===== config.mk =====
export PLATFORM = sky130hd
export DESIGN_NAME = lsu_mem_port
export DESIGN_NICKNAME = d
export VERILOG_FILES = /design/src/rtl/lsu_mem_port.sv
export SDC_FILE = /design/constraint.sdc
export NUM_CORES = 1
export LEC_CHECK = 0
export CORE_ASPECT_RATIO = 0.5
export CORE_UTILIZATION = 48
export DETAILED_ROUTE_END_ITERATION = 16
export HOLD_SLACK_MARGIN = 0.1
export PLACE_DENSITY = 0.91
export SYNTH_ARGS = -nofsm -noshare
export SYNTH_HDL_FRONTEND = slang
export SYNTH_SLANG_ARGS = --single-unit

===== constraint.sdc =====
create_clock -name clk -period 5.4 [get_ports clk]
set_input_delay 1.35 -clock clk [delete_from_list [all_inputs] [get_ports clk]]
set_output_delay 1.35 -clock clk [all_outputs]
set_load 0.005 [all_outputs]

===== src/rtl/lsu_mem_port.sv =====
// MEM-stage load/store responder for the multi-cycle datapath: aligns store lanes,
// extracts/extends load data into the MDR and runs a bounded memory handshake.
module lsu_mem_port #(
    parameter int TIMEOUT = 16,
    parameter int CNT_W   = 5
) (
    input  logic        clk,
    input  logic        rst,
    input  logic        req,
    input  logic        we,
    input  logic [2:0]  funct3,
    input  logic [31:0] addr,
    input  logic [31:0] wdata,
    output logic        mem_req,
    output logic        mem_we,
    output logic [31:0] mem_addr,
    output logic [31:0] mem_wdata,
    output logic [3:0]  mem_wstrb,
    input  logic [31:0] mem_rdata,
    input  logic        mem_ack,
    output logic [31:0] mdr,
    output logic        done,
    output logic        err,
    output logic        busy
);

    typedef enum logic {
        IDLE = 1'b0,
        WAIT = 1'b1
    } state_t;

    localparam logic [CNT_W-1:0] LastCount = CNT_W'(TIMEOUT - 1);

    state_t           state_q,     state_d;
    logic [CNT_W-1:0] cnt_q,       cnt_d;
    logic [2:0]       funct3_q,    funct3_d;
    logic [1:0]       offset_q,    offset_d;
    logic             memReq_q,    memReq_d;
    logic             memWe_q,     memWe_d;
    logic [31:0]      memAddr_q,   memAddr_d;
    logic [31:0]      memWdata_q,  memWdata_d;
    logic [3:0]       memWstrb_q,  memWstrb_d;
    logic [31:0]      mdr_q,       mdr_d;
    logic             done_q,      done_d;
    logic             err_q,       err_d;
    logic             busy_q,      busy_d;

    logic             cmdLegal;
    logic             cmdAligned;
    logic [3:0]       stWstrb;
    logic [31:0]      stWdata;
    logic [31:0]      ldLane;
    logic [31:0]      ldValue;

    // Stores only support byte/half/word; loads additionally allow the unsigned forms.
    always_comb begin
        cmdLegal = 1'b0;
        if (we) begin
            case (funct3)
                3'b000, 3'b001, 3'b010: cmdLegal = 1'b1;
                default:                cmdLegal = 1'b0;
            endcase
        end else begin
            case (funct3)
                3'b000, 3'b001, 3'b010, 3'b100, 3'b101: cmdLegal = 1'b1;
                default:                                cmdLegal = 1'b0;
            endcase
        end
    end

    always_comb begin
        cmdAligned = 1'b1;
        case (funct3[1:0])
            2'b01:   cmdAligned = ~addr[0];
            2'b10:   cmdAligned = (addr[1:0] == 2'b00);
            default: cmdAligned = 1'b1;
        endcase
    end

    // Store data is replicated across lanes so the strobes alone select the target bytes.
    always_comb begin
        stWstrb = 4'b0000;
        stWdata = 32'h0000_0000;
        case (funct3[1:0])
            2'b00: begin
                stWstrb = 4'b0001 << addr[1:0];
                stWdata = {4{wdata[7:0]}};
            end
            2'b01: begin
                stWstrb = addr[1] ? 4'b1100 : 4'b0011;
                stWdata = {2{wdata[15:0]}};
            end
            default: begin
                stWstrb = 4'b1111;
                stWdata = wdata;
            end
        endcase
    end

    assign ldLane = mem_rdata >> {offset_q, 3'b000};

    always_comb begin
        case (funct3_q)
            3'b000:  ldValue = {{24{ldLane[7]}}, ldLane[7:0]};
            3'b100:  ldValue = {24'h00_0000, ldLane[7:0]};
            3'b001:  ldValue = {{16{ldLane[15]}}, ldLane[15:0]};
            3'b101:  ldValue = {16'h0000, ldLane[15:0]};
            default: ldValue = ldLane;
        endcase
    end

    // An ack is checked before the timeout so a late ack still completes cleanly.
    always_comb begin
        state_d    = state_q;
        cnt_d      = cnt_q;
        funct3_d   = funct3_q;
        offset_d   = offset_q;
        memReq_d   = memReq_q;
        memWe_d    = memWe_q;
        memAddr_d  = memAddr_q;
        memWdata_d = memWdata_q;
        memWstrb_d = memWstrb_q;
        mdr_d      = mdr_q;
        done_d     = 1'b0;
        err_d      = 1'b0;
        busy_d     = busy_q;

        case (state_q)
            IDLE: begin
                if (req) begin
                    if (!cmdLegal || !cmdAligned) begin
                        done_d = 1'b1;
                        err_d  = 1'b1;
                    end else begin
                        state_d    = WAIT;
                        cnt_d      = '0;
                        funct3_d   = funct3;
                        offset_d   = addr[1:0];
                        memReq_d   = 1'b1;
                        memWe_d    = we;
                        memAddr_d  = {addr[31:2], 2'b00};
                        memWdata_d = we ? stWdata : 32'h0000_0000;
                        memWstrb_d = we ? stWstrb : 4'b0000;
                        busy_d     = 1'b1;
                    end
                end
            end
            WAIT: begin
                if (mem_ack) begin
                    state_d  = IDLE;
                    cnt_d    = '0;
                    memReq_d = 1'b0;
                    busy_d   = 1'b0;
                    done_d   = 1'b1;
                    if (!memWe_q) begin
                        mdr_d = ldValue;
                    end
                end else if (cnt_q == LastCount) begin
                    state_d  = IDLE;
                    cnt_d    = '0;
                    memReq_d = 1'b0;
                    busy_d   = 1'b0;
                    done_d   = 1'b1;
                    err_d    = 1'b1;
                end else begin
                    cnt_d = cnt_q + CNT_W'(1);
                end
            end
            default: state_d = IDLE;
        endcase
    end

    always_ff @(posedge clk) begin
        if (rst) begin
            state_q    <= IDLE;
            cnt_q      <= '0;
            funct3_q   <= 3'b000;
            offset_q   <= 2'b00;
            memReq_q   <= 1'b0;
            memWe_q    <= 1'b0;
            memAddr_q  <= 32'h0000_0000;
            memWdata_q <= 32'h0000_0000;
            memWstrb_q <= 4'b0000;
            mdr_q      <= 32'h0000_0000;
            done_q     <= 1'b0;
            err_q      <= 1'b0;
            busy_q     <= 1'b0;
        end else begin
            state_q    <= state_d;
            cnt_q      <= cnt_d;
            funct3_q   <= funct3_d;
            offset_q   <= offset_d;
            memReq_q   <= memReq_d;
            memWe_q    <= memWe_d;
            memAddr_q  <= memAddr_d;
            memWdata_q <= memWdata_d;
            memWstrb_q <= memWstrb_d;
            mdr_q      <= mdr_d;
            done_q     <= done_d;
            err_q      <= err_d;
            busy_q     <= busy_d;
        end
    end

    assign mem_req   = memReq_q;
    assign mem_we    = memWe_q;
    assign mem_addr  = memAddr_q;
    assign mem_wdata = memWdata_q;
    assign mem_wstrb = memWstrb_q;
    assign mdr       = mdr_q;
    assign done      = done_q;
    assign err       = err_q;
    assign busy      = busy_q;

endmodule


==> impl_metrics.py <==
# Synthesis and PnR figures
metrics = {
    "run_status": {
        "status": "finished, final reports clean",
    },
    "synth": {
        "syn_avg_cell_area_um2": 9.09,
        "ys_types": 44,
        "async_reset_ff_frac": 0,
        "ys_ff": 113,
        "adder_share": 0.00883,
    },
    "cells_and_area": {
        "layout-drive-gt1-share": 0.0799,
        "final_util": 0.735,
    },
    "place": {
        "dpl.hpwl_um": 11400,
        "dp_slack_ns": 1.02,
    },
    "worst_setup_path": {
        "r2r-end": "mdr[19]$_SDFFE_PP0P_",
        "r2r_cells": 5,
        "cp_data_arrival_time_ns": 4.36,
        "worst-path-max-fanout": 15,
        "required_ns": 5.72,
        "worstSetupPathType": "primary input to flip-flop",
    },
    "sta": {
        "rsz0062_at_grt": "false",
        "fin_crit_sh": 0.748,
    },
    "min_path": {
        "hold_depth": 2,
    },
    "cts": {
        "post_cts_resized": 0,
        "htreeDepth": 4,
    },
    "power": {
        "p_sw_frac": 0.243,
        "clkPwrFrac": 0.452,
        "leakagePower_nw": 3.06,
    },
    "route": {
        "via_per_inst": 5.44,
    },
    "floorplanning": {
        "die_w_um": 156,
    },
}
==> power by group through the flow <==
stage	combinational, mW	sequential, mW	clock (mW)
2_1_floorplan	0.181	0.908	0
3_3_place_gp	0.353	0.909	0
3_5_place_dp	0.361	0.911	0
4_1_cts	0.367	0.895	1.05
5_1_grt	0.394	0.899	1.09
6_report	0.369	0.895	1.04
==> layout make-up <==
type | instances | area, um2
inverters | 7 | 26.3
repair buffers | 213 | 2110
flip-flops and latches | 113 | 2260
clock inverters | 7 | 60.1
multi-input cells | 452 | 3130
well taps | 159 | 199
fillers | 792 | 2980
clock buffers | 22 | 484
==> worst max-delay path: cells and delay by family <==
kind	cells	cell delay (ns)
fa+ha+maj	1	0.37
compound gates	3	1.14
buf+inv	3	1.25
mux	1	0.23
==> layout by cell type (no fill, tap or decap), drive strengths merged, types with 2 or more instances in the layout <==
master / instances
clkdlybuf4s50: 205
dfxtp: 113
nand2b: 102
mux2i: 78
a21oi: 42
nand2: 39
nor2: 38
mux2: 23
clkbuf: 22
a211oi: 16
nor2b: 15
o21ai: 14
nor3: 10
nand3b: 9
and2: 9
o2bb2ai: 8
o211ai: 8
a221o: 8
buf: 8
clkinv: 7
inv: 6
ha: 4
or2: 3
a21o: 3
nand3: 3
nor3b: 3
o22ai: 3
a221oi: 2
conb: 2
==> state kept, by name, indices dropped and copies added (netlist names) <==
signal / flops
busy: 1
cnt_q: 5
done: 1
err: 1
funct3_q: 3
mdr: 32
mem_addr: 30
mem_wdata: 32
mem_we: 1
mem_wstrb: 4
offset_q: 2
state_q: 1
==> routing by layer <==
metal  routed length, um  GRT usage  part of all wire
met3                1020     0.0671             0.061
met1                6950      0.310              0.42
met2                8220      0.479              0.49
met5                   0          0                 0
met4                 430      0.113             0.026
clock_nets.png
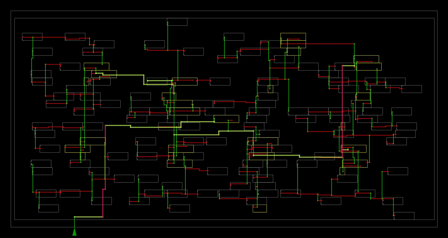
clock buf count: 22
seq_cells: 113
clk pwr: 1.04 mW

ff_map.png
Scale bar: 50 um. Other sequential cells in the stronger grey, the rest of the logic in the fainter grey.
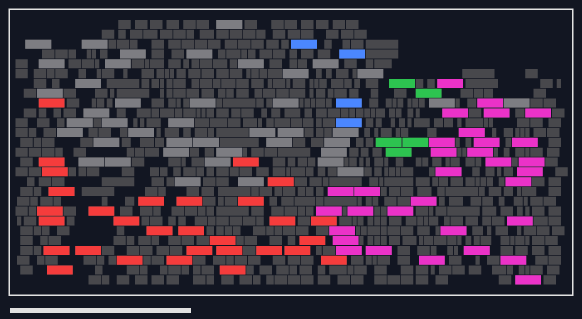
colour	netlist name	sequential cells
red	mem_addr	30
green	cnt_q	5
blue	mem_wstrb	4
magenta	mdr	32
not coloured	42

sizing.png
Scale bar: 50 um.
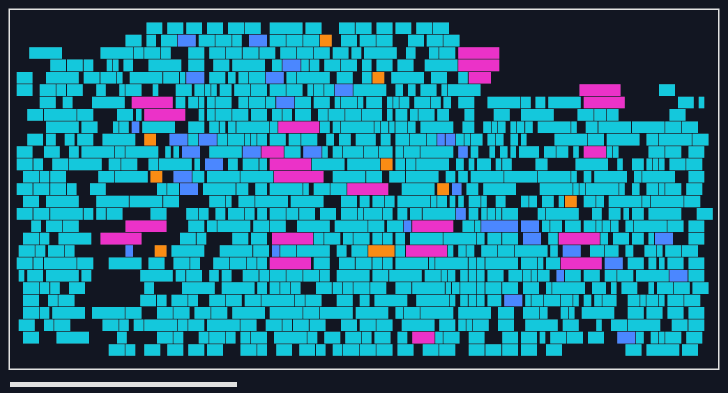
colour	size	cells
orange	x3 and x4	9
cyan	x1 and smaller	749
blue	x2	34
magenta	x6 and larger	22

Power figures rest on the tool's default switching activity, not on a simulated workload.
